**config.mk**
```make
export PLATFORM = sky130hd
export DESIGN_NAME = uart_fifo_core
export DESIGN_NICKNAME = d
export VERILOG_FILES = /design/src/rtl/uart_pkg.sv /design/src/rtl/uart_sync_fifo.sv /design/src/rtl/uart_fifo_core.sv
export SDC_FILE = /design/constraint.sdc
export NUM_CORES = 1
export LEC_CHECK = 0
export CAP_MARGIN = 20
export CORE_MARGIN = 4
export CORE_UTILIZATION = 60
export DETAILED_ROUTE_END_ITERATION = 10
export PLACE_DENSITY = 0.83
export SETUP_SLACK_MARGIN = 0.2
export SYNTH_ARGS = -nofsm -noshare
export SYNTH_HDL_FRONTEND = slang
export SYNTH_SLANG_ARGS = --single-unit
```
**constraint.sdc**
```tcl
create_clock -name clk -period 10.1 [get_ports clk]
set_clock_uncertainty 0.2 [all_clocks]
set_input_delay 2.525 -clock clk [delete_from_list [all_inputs] [get_ports clk]]
set_output_delay 2.525 -clock clk [all_outputs]
set_load 0.02 [all_outputs]
```
**src/rtl/uart_pkg.sv**
```systemverilog
// Shared register map, control/status bit positions and FSM state types
// for the register-mapped UART core.
package uart_pkg;

   // Register addresses
   localparam logic [2:0] ADDR_BAUD_LO = 3'd0;
   localparam logic [2:0] ADDR_BAUD_HI = 3'd1;
   localparam logic [2:0] ADDR_CTRL    = 3'd2;
   localparam logic [2:0] ADDR_DATA    = 3'd3;
   localparam logic [2:0] ADDR_STATUS  = 3'd4;
   localparam logic [2:0] ADDR_IRQ_EN  = 3'd5;

   // CTRL bit positions
   localparam int CTRL_TX_EN     = 0;
   localparam int CTRL_RX_EN     = 1;
   localparam int CTRL_PAR_EN    = 2;
   localparam int CTRL_PAR_ODD   = 3;
   localparam int CTRL_TWO_STOP  = 4;
   localparam int CTRL_LOOPBACK  = 5;

   // STATUS bit positions
   localparam int ST_TX_EMPTY  = 0;
   localparam int ST_TX_FULL   = 1;
   localparam int ST_RX_EMPTY  = 2;
   localparam int ST_RX_FULL   = 3;
   localparam int ST_TX_BUSY   = 4;
   localparam int ST_OVERRUN   = 5;
   localparam int ST_PAR_ERR   = 6;
   localparam int ST_FRAME_ERR = 7;

   typedef enum logic [2:0] {
      TX_IDLE,
      TX_START,
      TX_DATA,
      TX_PARITY,
      TX_STOP
   } tx_state_t;

   typedef enum logic [2:0] {
      RX_IDLE,
      RX_START,
      RX_DATA,
      RX_PARITY,
      RX_STOP
   } rx_state_t;

   // Even parity of a zero-extended data word (zero padding leaves XOR unchanged)
   function automatic logic even_parity(input logic [7:0] d);
      return ^d;
   endfunction

endpackage

```
**src/rtl/uart_sync_fifo.sv**
```systemverilog
// Synchronous first-word-fall-through FIFO used for the UART TX and RX queues.
// Push to a full FIFO is ignored unless a pop happens in the same cycle;
// pop from an empty FIFO is ignored.
module uart_sync_fifo #(
   parameter int WIDTH = 8,
   parameter int DEPTH = 16
) (
   input  logic                     clk,
   input  logic                     rst,
   input  logic                     push,
   input  logic                     pop,
   input  logic [WIDTH-1:0]         wdata,
   output logic [WIDTH-1:0]         rdata,
   output logic                     full,
   output logic                     empty,
   output logic [$clog2(DEPTH):0]   count
);

   localparam int AW = $clog2(DEPTH);
   localparam int CW = AW + 1;

   logic [WIDTH-1:0] mem [DEPTH];
   logic [AW-1:0]    wr_ptr;
   logic [AW-1:0]    rd_ptr;
   logic             do_push;
   logic             do_pop;

   // Qualify requests against current occupancy
   always_comb begin
      full    = (count == CW'(DEPTH));
      empty   = (count == '0);
      do_pop  = pop && !empty;
      do_push = push && (!full || pop);
      rdata   = mem[rd_ptr];
   end

   // Storage array write port
   always_ff @(posedge clk) begin
      if (do_push) begin
         mem[wr_ptr] <= wdata;
      end
   end

   // Pointer and occupancy tracking
   always_ff @(posedge clk) begin
      if (rst) begin
         wr_ptr <= '0;
         rd_ptr <= '0;
         count  <= '0;
      end else begin
         if (do_push) wr_ptr <= wr_ptr + AW'(1);
         if (do_pop)  rd_ptr <= rd_ptr + AW'(1);
         case ({do_push, do_pop})
            2'b10:   count <= count + CW'(1);
            2'b01:   count <= count - CW'(1);
            default: count <= count;
         endcase
      end
   end

endmodule

```
**src/rtl/uart_fifo_core.sv**
```systemverilog
// Register-mapped UART: baud tick generator, 16x-oversampled TX and RX engines,
// TX/RX FIFOs, sticky error flags and a maskable level interrupt.
module uart_fifo_core
   import uart_pkg::*;
#(
   parameter int DATA_BITS  = 8,
   parameter int FIFO_DEPTH = 16,
   parameter int OVERSAMPLE = 16
) (
   input  logic       clk,
   input  logic       rst,
   input  logic [2:0] address,
   input  logic [7:0] write_data,
   input  logic       we,
   input  logic       re,
   output logic [7:0] read_data,
   output logic       tx,
   input  logic       rx,
   output logic       irq
);

   localparam logic [3:0] TICK_LAST = 4'(OVERSAMPLE - 1);
   localparam logic [3:0] TICK_MID  = 4'(OVERSAMPLE / 2 - 1);
   localparam logic [2:0] BIT_LAST  = 3'(DATA_BITS - 1);
   localparam int         CW        = $clog2(FIFO_DEPTH) + 1;

   // Register file
   logic [15:0] divisor;
   logic [5:0]  ctrl;
   logic [7:0]  irq_en;
   logic        overrun;
   logic        par_err;
   logic        frame_err;
   logic [7:0]  status;
   logic [7:0]  rd_mux;

   // Bus decode
   logic wr_baud_lo, wr_baud_hi, wr_ctrl, wr_data, wr_status, wr_irq_en, rd_data;

   // Baud generator
   logic [15:0] baud_cnt;
   logic        baud_tick;

   // FIFOs
   logic                 tx_push, tx_pop, tx_full, tx_empty;
   logic [DATA_BITS-1:0] tx_rdata;
   logic [CW-1:0]        tx_count;
   logic                 rx_push, rx_pop, rx_full, rx_empty;
   logic [DATA_BITS-1:0] rx_rdata;
   logic [CW-1:0]        rx_count;
   logic                 unused_counts;

   // TX engine
   tx_state_t            tx_state;
   logic [3:0]           tx_tick_cnt;
   logic [DATA_BITS-1:0] tx_shift;
   logic [2:0]           tx_bit_idx;
   logic                 tx_par_en, tx_parity, tx_two_stop, tx_stop2;
   logic                 tx_bit_end;
   logic                 tx_busy;

   // RX engine
   logic                 rx_meta, rx_sync;
   rx_state_t            rx_state;
   logic [3:0]           rx_tick_cnt;
   logic [DATA_BITS-1:0] rx_shift;
   logic [2:0]           rx_bit_idx;
   logic                 rx_par_en, rx_par_odd, rx_par_bit;
   logic                 rx_sample, rx_bit_end, rx_done;
   logic                 overrun_set, par_err_set, frame_err_set;

   // Address decode and FIFO handshakes
   always_comb begin
      wr_baud_lo = we && (address == ADDR_BAUD_LO);
      wr_baud_hi = we && (address == ADDR_BAUD_HI);
      wr_ctrl    = we && (address == ADDR_CTRL);
      wr_data    = we && (address == ADDR_DATA);
      wr_status  = we && (address == ADDR_STATUS);
      wr_irq_en  = we && (address == ADDR_IRQ_EN);
      rd_data    = re && (address == ADDR_DATA);
      tx_push    = wr_data;
      tx_pop     = (tx_state == TX_IDLE) && ctrl[CTRL_TX_EN] && !tx_empty;
      rx_pop     = rd_data;
      unused_counts = ^{tx_count, rx_count};
   end

   uart_sync_fifo #(.WIDTH(DATA_BITS), .DEPTH(FIFO_DEPTH)) u_tx_fifo (
      .clk   (clk),
      .rst   (rst),
      .push  (tx_push),
      .pop   (tx_pop),
      .wdata (write_data[DATA_BITS-1:0]),
      .rdata (tx_rdata),
      .full  (tx_full),
      .empty (tx_empty),
      .count (tx_count)
   );

   uart_sync_fifo #(.WIDTH(DATA_BITS), .DEPTH(FIFO_DEPTH)) u_rx_fifo (
      .clk   (clk),
      .rst   (rst),
      .push  (rx_push),
      .pop   (rx_pop),
      .wdata (rx_shift),
      .rdata (rx_rdata),
      .full  (rx_full),
      .empty (rx_empty),
      .count (rx_count)
   );

   // One-cycle baud tick every 'divisor' clocks; divisor 0 freezes both engines
   always_comb baud_tick = (divisor != '0) && (baud_cnt == '0);

   // Baud counter counts down and reloads divisor-1; any divisor write restarts it
   always_ff @(posedge clk) begin
      if (rst) begin
         baud_cnt <= '0;
      end else if (wr_baud_lo || wr_baud_hi) begin
         baud_cnt <= '0;
      end else if (divisor == '0) begin
         baud_cnt <= baud_cnt;
      end else if (baud_cnt == '0) begin
         baud_cnt <= divisor - 16'd1;
      end else begin
         baud_cnt <= baud_cnt - 16'd1;
      end
   end

   always_comb tx_bit_end = baud_tick && (tx_tick_cnt == TICK_LAST);
   always_comb tx_busy    = (tx_state != TX_IDLE);

   // TX frame sequencer with registered serial output; frame format latched at pop
   always_ff @(posedge clk) begin
      if (rst) begin
         tx_state    <= TX_IDLE;
         tx          <= 1'b1;
         tx_tick_cnt <= '0;
         tx_shift    <= '0;
         tx_bit_idx  <= '0;
         tx_par_en   <= 1'b0;
         tx_parity   <= 1'b0;
         tx_two_stop <= 1'b0;
         tx_stop2    <= 1'b0;
      end else begin
         if (baud_tick) tx_tick_cnt <= tx_tick_cnt + 4'd1;
         case (tx_state)
            TX_IDLE: begin
               tx          <= 1'b1;
               tx_tick_cnt <= '0;
               if (tx_pop) begin
                  tx_state    <= TX_START;
                  tx          <= 1'b0;
                  tx_shift    <= tx_rdata;
                  tx_bit_idx  <= '0;
                  tx_par_en   <= ctrl[CTRL_PAR_EN];
                  tx_parity   <= even_parity(8'(tx_rdata)) ^ ctrl[CTRL_PAR_ODD];
                  tx_two_stop <= ctrl[CTRL_TWO_STOP];
                  tx_stop2    <= 1'b0;
               end
            end
            TX_START: begin
               if (tx_bit_end) begin
                  tx_state <= TX_DATA;
                  tx       <= tx_shift[0];
               end
            end
            TX_DATA: begin
               if (tx_bit_end) begin
                  if (tx_bit_idx == BIT_LAST) begin
                     if (tx_par_en) begin
                        tx_state <= TX_PARITY;
                        tx       <= tx_parity;
                     end else begin
                        tx_state <= TX_STOP;
                        tx       <= 1'b1;
                     end
                  end else begin
                     tx_bit_idx <= tx_bit_idx + 3'd1;
                     tx_shift   <= {1'b0, tx_shift[DATA_BITS-1:1]};
                     tx         <= tx_shift[1];
                  end
               end
            end
            TX_PARITY: begin
               if (tx_bit_end) begin
                  tx_state <= TX_STOP;
                  tx       <= 1'b1;
               end
            end
            TX_STOP: begin
               tx <= 1'b1;
               if (tx_bit_end) begin
                  if (tx_two_stop && !tx_stop2) begin
                     tx_stop2 <= 1'b1;
                  end else begin
                     tx_state <= TX_IDLE;
                  end
               end
            end
            default: begin
               tx_state <= TX_IDLE;
               tx       <= 1'b1;
            end
         endcase
      end
   end

   // Two-flop synchroniser; loopback feeds the internal tx in place of the rx pin
   always_ff @(posedge clk) begin
      if (rst) begin
         rx_meta <= 1'b1;
         rx_sync <= 1'b1;
      end else begin
         rx_meta <= ctrl[CTRL_LOOPBACK] ? tx : rx;
         rx_sync <= rx_meta;
      end
   end

   // RX strobes: mid-bit sample, end of bit, and frame completion at the stop sample
   always_comb begin
      rx_sample     = baud_tick && (rx_tick_cnt == TICK_MID);
      rx_bit_end    = baud_tick && (rx_tick_cnt == TICK_LAST);
      rx_done       = (rx_state == RX_STOP) && rx_sample;
      rx_push       = rx_done;
      overrun_set   = rx_done && rx_full && !rx_pop;
      frame_err_set = rx_done && !rx_sync;
      par_err_set   = rx_done && rx_par_en &&
                      (rx_par_bit != (even_parity(8'(rx_shift)) ^ rx_par_odd));
   end

   // RX frame sequencer: start confirmation at mid-bit rejects short glitches
   always_ff @(posedge clk) begin
      if (rst) begin
         rx_state    <= RX_IDLE;
         rx_tick_cnt <= '0;
         rx_shift    <= '0;
         rx_bit_idx  <= '0;
         rx_par_en   <= 1'b0;
         rx_par_odd  <= 1'b0;
         rx_par_bit  <= 1'b0;
      end else begin
         if (baud_tick) rx_tick_cnt <= rx_tick_cnt + 4'd1;
         case (rx_state)
            RX_IDLE: begin
               rx_tick_cnt <= '0;
               if (ctrl[CTRL_RX_EN] && !rx_sync) begin
                  rx_state   <= RX_START;
                  rx_par_en  <= ctrl[CTRL_PAR_EN];
                  rx_par_odd <= ctrl[CTRL_PAR_ODD];
               end
            end
            RX_START: begin
               if (rx_sample && rx_sync) begin
                  rx_state <= RX_IDLE;
               end else if (rx_bit_end) begin
                  rx_state   <= RX_DATA;
                  rx_bit_idx <= '0;
               end
            end
            RX_DATA: begin
               if (rx_sample) rx_shift <= {rx_sync, rx_shift[DATA_BITS-1:1]};
               if (rx_bit_end) begin
                  if (rx_bit_idx == BIT_LAST) begin
                     rx_state <= rx_par_en ? RX_PARITY : RX_STOP;
                  end else begin
                     rx_bit_idx <= rx_bit_idx + 3'd1;
                  end
               end
            end
            RX_PARITY: begin
               if (rx_sample)  rx_par_bit <= rx_sync;
               if (rx_bit_end) rx_state   <= RX_STOP;
            end
            RX_STOP: begin
               if (rx_sample) rx_state <= RX_IDLE;
            end
            default: rx_state <= RX_IDLE;
         endcase
      end
   end

   // Writable configuration registers
   always_ff @(posedge clk) begin
      if (rst) begin
         divisor <= '0;
         ctrl    <= '0;
         irq_en  <= '0;
      end else begin
         if (wr_baud_lo) divisor[7:0]  <= write_data;
         if (wr_baud_hi) divisor[15:8] <= write_data;
         if (wr_ctrl)    ctrl          <= write_data[5:0];
         if (wr_irq_en)  irq_en        <= write_data;
      end
   end

   // Sticky error flags: write-1-to-clear, a same-cycle hardware set takes priority
   always_ff @(posedge clk) begin
      if (rst) begin
         overrun   <= 1'b0;
         par_err   <= 1'b0;
         frame_err <= 1'b0;
      end else begin
         overrun   <= overrun_set   | (overrun   & ~(wr_status & write_data[ST_OVERRUN]));
         par_err   <= par_err_set   | (par_err   & ~(wr_status & write_data[ST_PAR_ERR]));
         frame_err <= frame_err_set | (frame_err & ~(wr_status & write_data[ST_FRAME_ERR]));
      end
   end

   // STATUS assembly and read mux
   always_comb begin
      status               = '0;
      status[ST_TX_EMPTY]  = tx_empty;
      status[ST_TX_FULL]   = tx_full;
      status[ST_RX_EMPTY]  = rx_empty;
      status[ST_RX_FULL]   = rx_full;
      status[ST_TX_BUSY]   = tx_busy;
      status[ST_OVERRUN]   = overrun;
      status[ST_PAR_ERR]   = par_err;
      status[ST_FRAME_ERR] = frame_err;
      case (address)
         ADDR_BAUD_LO: rd_mux = divisor[7:0];
         ADDR_BAUD_HI: rd_mux = divisor[15:8];
         ADDR_CTRL:    rd_mux = {2'b00, ctrl};
         ADDR_DATA:    rd_mux = rx_empty ? 8'h00 : 8'(rx_rdata);
         ADDR_STATUS:  rd_mux = status;
         ADDR_IRQ_EN:  rd_mux = irq_en;
         default:      rd_mux = 8'h00;
      endcase
   end

   // Registered read data, held between reads
   always_ff @(posedge clk) begin
      if (rst) begin
         read_data <= '0;
      end else if (re) begin
         read_data <= rd_mux;
      end
   end

   // Interrupt: rx source is "data available" rather than rx_empty
   always_ff @(posedge clk) begin
      if (rst) begin
         irq <= 1'b0;
      end else begin
         irq <= |({status[7:3], ~rx_empty, status[1:0]} & irq_en);
      end
   end

endmodule

```
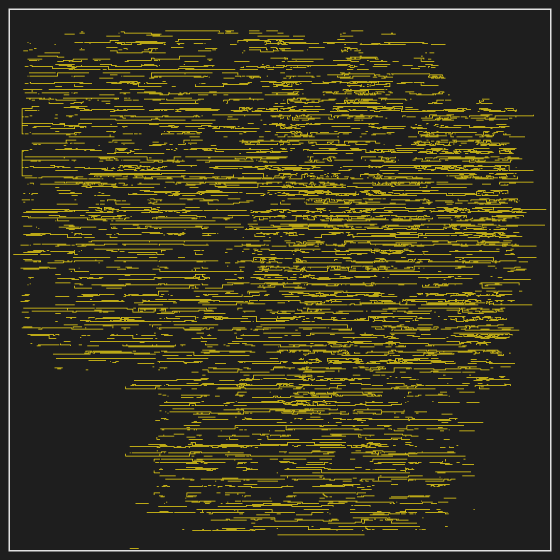
*The metal 1 layer, run 1*
share of all routed wire: 40%
main direction: horizontal
nets with wire on the layer: 1245
routed vias: 10500
drt total wl: 36500 um
met1 Use GR: 33.3%

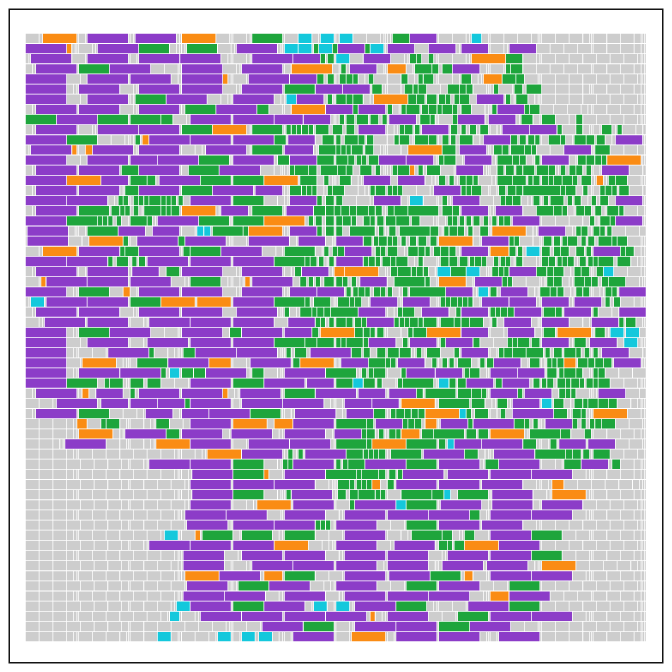
*Cell classes on the final placement, run 1*
Fill, decap, tap and diode cells in gray.
legend:
  orange:
    class: clock drivers and dummy loads
    cells: 73
    share_of_their_area: 7.2%
  green:
    class: all other logic
    cells: 793
    share_of_their_area: 33%
  cyan:
    class: other buffers and delay cells
    cells: 39
    share_of_their_area: 1.9%
  purple:
    class: flip-flops
    cells: 394
    share_of_their_area: 58%
Seq area share: 56.3%
Cell Rows: 60
Finished Cell Area: 18600 sq um
core footprint: 27200 sq um
Post-Route Utilization: 68.3%

==> ci_impl_report.md, run 1 <==
## Synthesis and layout report

| Metric | Value |
|---|---|
| Num tapcells | between 300 and 400 |
| Clk network pwr share | 42.0% |
| Die area | 30600 sq um |
| Setup bufs post-CTS | 0 |
| Syn Nets | 1293 |
| Multi-input gates | 766 |
| Initial DRT Pass Iterations | 5 |
| Synth Area per Inst | 13.3 sq um |
| Tool warnings | 33 |
| Dpl ws | 3.59 ns |
| Primary FF master, synth | edfxtp_1 |
| Yosys cell count | roughly 1300 |
| Total power draw | 3.48 mW |
| DP Area | 17200 sq um |
| FF+latch count, synth | between 300 and 400 |
| Fa+ha+maj area frac | 1.92% |
| Largest class | sequential cells |
| Status | complete, no violations |
| Flip-flops with a built-in enable | ~260 |
| Ys async rst share | 0% |
| WS Path Type | input pin to flip-flop |
| HP Class | flip-flop to flip-flop |
| HPWL after DPL | approximately 23000 um |
| Top non-seq family | multiplexers |
| Routed wl met2 | ~18000 um |
| # IOs | 26 |
| Clock slew at reported path FFs | 0.06 ns |
| Max incr delay on CP | between 0.7 and 0.8 ns |
| H-tree depth | 2 |
| Post-CTS sizing | 0 |
| Met3 Wirelength | 2820 um |
| Gr ovfl total | 0 |
| Final Max Tran Viols | 0 |
| AND/OR/NAND/NOR Cells, Area Fraction | a little over a tenth |
| Mux frac, synth | approximately an eighth |
| Worst hold endpoint | tx_parity |
| Internal | 2.66 mW |
| Pin count of the biggest net entering global routing | 59 |
| Area fraction in xor and xnor cells | 2.45% |
| WP data arrival | 6.24 ns |
| Bufs w/o clock | 39 |
| Initial DRC count | 1167 |
| Layout clock buffer count | 57 |
| Crit path buffers/inverters | 3 |
| Leak | 6.09 nW |
| Storage element area | approximately 10000 sq um |
| Relative slew slack | just over 30% |
| Ys Warns | 0 |
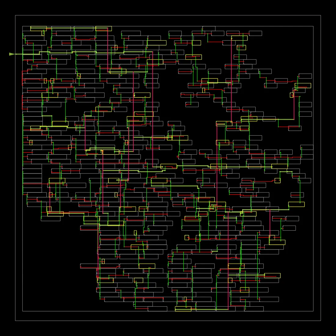
*Clock nets, run 1*
flip-flop and latch count: 394
clk_lat worst skew: 0.55 ns
Clock group: 1.46 mW
clock sinks: 394
number of buffers created by CTS: 40

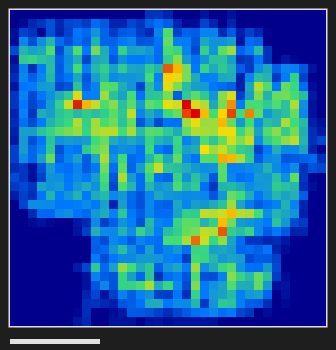
*Signal metal coverage by tile, run 1*
Bar = 50 um. The die is cut into 35 by 35 equal tiles; dark blue is low, red is high, scaled to the fullest tile. Values are wire area over tile area, all layers added.
mean over tiles: 0.20
nearly empty tiles: 20%
fullest tile: 0.75
emptiest ninth of the die: lower left
densest ninth of the die: center
routed wire length per instance: 21.8 um
total track usage: 23.9%

## run 1: sequential cells by signal (all words and copies together) (netlist names), 6 cells and up, named ones only
register and count:
irq_en 8, read_data 8, rx_shift 8, divisor 16, tx_shift 8, baud_cnt 16
u_rx_fifo.mem 128, ctrl 6, u_tx_fifo.mem 128
## run 1: worst max-delay path by stage
stage | startpoint | to | cells past startpoint
finish | address[2] | u_rx_fifo.count[4] | 15
global route | address[2] | u_rx_fifo.count[4] | 15
CTS | address[2] | u_rx_fifo.count[4] | 15
detailed placement | address[2] | u_rx_fifo.count[4] | 15
global placement | address[2] | u_rx_fifo.count[4] | 15
floorplan | address[2] | u_rx_fifo.count[4] | 14
==> run 1 -> run 2 <==
--- a/config.mk
+++ b/config.mk
@@ -7,9 +7,9 @@
 export LEC_CHECK = 0
 export CAP_MARGIN = 20
 export CORE_MARGIN = 4
-export CORE_UTILIZATION = 60
+export CORE_UTILIZATION = 56
 export DETAILED_ROUTE_END_ITERATION = 10
-export PLACE_DENSITY = 0.83
+export PLACE_DENSITY = 0.81
 export SETUP_SLACK_MARGIN = 0.2
 export SYNTH_ARGS = -nofsm -noshare
 export SYNTH_HDL_FRONTEND = slang
==> constraint.sdc (replaced) <==
create_clock -name clk -period 5.1 [get_ports clk]
set_clock_uncertainty 0.2 [all_clocks]
set_input_delay 1.275 -clock clk [delete_from_list [all_inputs] [get_ports clk]]
set_output_delay 1.275 -clock clk [all_outputs]
set_load 0.02 [all_outputs]
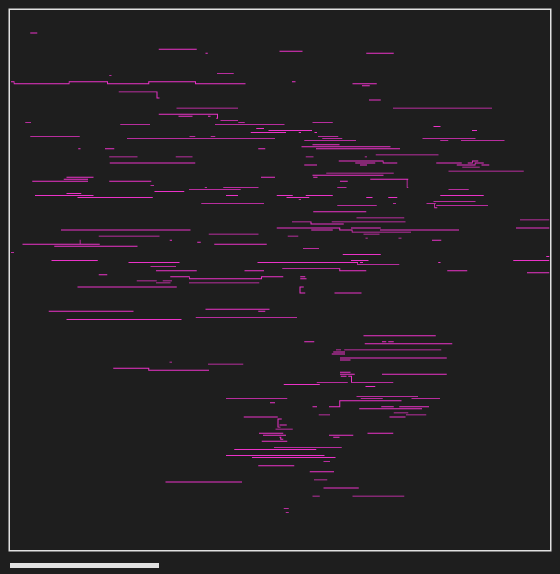
*M3 wires, run 2*
Bar = 50 um.
wire length on this layer: 2430 um
main direction: horizontal
longest straight run: 49.2 um
grt met3 use: 4.24%
drt total wl: 35500 um

==> ci_impl_report.md, run 2 <==
## Synthesis and layout report

| Metric | Value |
|---|---|
| CP required | between 5 and 6 ns |
| WS Path Type | flip-flop to flip-flop |
| Worst path depth | 14 (-1) |
| Worst hold endpoint | rx_sync |
| Initial DRC count | 1105 (-5.3%) |
| Hold buffers post-CTS | 0 |
| Clock sinks | 394 (unchanged) |
| Relative slew slack | 34.1% (+3.1 points) |
| Synth top area share | between 40% and 50% |
| Syn-to-layout area delta | 11.5% |
| Flip-flops with a built-in enable | 256 (unchanged) |
| Storage element area | 10500 sq um (about the same) |
| CP startpoint | baud_cnt[6] |
| Compound Share, Synth | 6.86% |
| Cell Rows | 62 (+3.3%) |
| Leak | 6.12 nW (+0.37%) |
| Met1 Use GR | 29.6% (-3.7 points) |
| AND/OR/NAND/NOR Cells, Area Fraction | 10.9% (unchanged) |
| Routed wl met2 | 17500 um (-2.4%) |
| Tool warnings | 33 (unchanged) |
| Fp_density | roughly 57% |
| Die area | 32700 sq um (+6.8%) |
| Setup WS post-layout | 0.842 ns |
| # IOs | 26 (unchanged) |
| CTS tree | built |
| Clk_lat worst skew | 0.56 ns (about the same) |
| Via density per instance | 6.10 |
| Ys async rst share | 0% (unchanged) |
| Commonest Layout Cell | edfxtp_1 |
| Setup bufs post-CTS | 0 (unchanged) |
| Initial DRT Pass Iterations | 7 (+2) |
| Ys Warns | 0 (unchanged) |
| Most frequent cell after synthesis | edfxtp_1 |
| Vias in the first global route | about 10000 |
| FF-to-FF End | u_rx_fifo.count[4] |
| Mux frac, synth | 13.1% (unchanged) |
| Crit path buffers/inverters | 1 (-2) |
| Pin count of the biggest net entering global routing | 67 (+14%) |
| Clock slew at reported path FFs | 0.06 ns (about the same) |
| Synth Area per Inst | 13.3 sq um (unchanged) |
| Yosys cell count | 1252 (unchanged) |
| Initial antenna violation count | 0 |
| RR Startpoint | baud_cnt[6] |
| Number of buffers created by CTS | 40 (unchanged) |
| Crit-path max FO | 8 |
| Top non-seq family | multiplexers |
| R2r setup slk | 0.84 ns |
| Gpl congestion | approximately 0.87 |
| WP data arrival | 4.47 ns (-1.77 ns) |
| HP Class | flip-flop to flip-flop |
| Syn Nets | 1293 (unchanged) |
| Primary FF master, synth | edfxtp_1 |
| RSZ-0062 raised after global routing | no |
| H-tree depth | 2 (unchanged) |
| Max incr delay on CP | 0.59 ns (-0.12 ns) |
| Highest metal layer with signal wires | met4 |
| Routed vias | 10300 (-2.1%) |
| Dpl ws | 0.424 ns (-3.17 ns) |
| Fa+ha+maj area frac | 1.92% (unchanged) |
| FF+latch count, synth | 394 (unchanged) |
| Worst setup EP type | flip-flop |
| Regs by FF count | u_rx_fifo.mem x128, u_tx_fifo.mem x128 |
| Status | complete, no violations |
| Met3 Wirelength | 2430 um (-14%) |
| Maxcap violations | 0 |
| Gr ovfl total | 0 (unchanged) |
| Power per cell area | 367 nW/um^2 |
| Ant diodes | 0 |
| Setup crit end | u_rx_fifo.count[4] |
| HPWL after DPL | 22800 um (-1.6%) |
| Routed wire length per instance | 21.0 um (-3.9%) |
| Final Cycle Share | between 80% and 90% |
| Total track usage | 21.6% (-2.3 points) |
| Final hold vios | 0 |
| Synth cell count leaders | edfxtp_1 (256), nor2_1 (141), dfxtp_1 (138), nand2_1 (123), mux4_2 (79) |
| Tightest Pin Transition | between 0.9 and 1 ns |
| Most frequent cells in the layout | edfxtp_1 (256), nor2_1 (141), dfxtp_1 (134) |
| Post-CTS sizing | 0 (unchanged) |
| Area fraction in xor and xnor cells | 2.45% (unchanged) |
| Comb area | 5880 sq um |
| Post-DRT Antenna Nets | 0 |
| Final Max Tran Viols | 0 (unchanged) |
| Seq/Total Area, Yosys | a little over three fifths |
| Core footprint | 29100 sq um (+7.0%) |
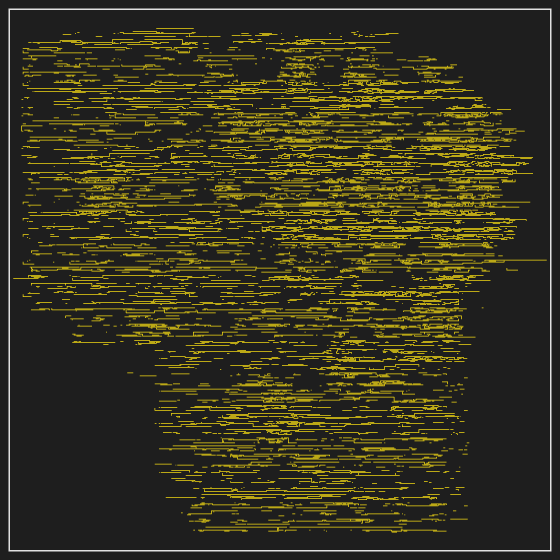
*The metal 1 layer, run 2*
longest straight run: 50.6 um
nets with wire on the layer: 1265
share of all routed wire: 41%
wire length on this layer: 14400 um
main direction: horizontal

run 2: cell type report:
cell class	instances	share of cell area, %
tap	384	2.58
inverter	27	0.544
clock inverter	22	1.19
clock buffer	50	5.74
timing repair buffer	48	2.26
multi-input combinational	766	31.6
sequential	394	56.1
run 2: stage by stage:
step                      std cells  hold slack, ns  total power, mW  util, %  cell area, sq um
final                          1691           0.252             6.85     64.0             18600
after global routing           1691           0.256             7.08     64.0             18600
after CTS                      1691           0.260             6.89     64.0             18600
after detailed placement       1619           0.240             4.07     59.6             17300
after global placement         1619           0.238             4.05     59.6             17300
after floorplan                1252           0.189             3.94        -             16700
run 2: power by group:
group	total (mW)	internal, mW	switching (mW)
registers	3.45	3.41	0.0389
clock network	2.83	1.61	1.22
logic	0.559	0.189	0.371
total	6.85	5.22	1.63
Power figures rest on the tool's default switching activity, not on a simulated workload.
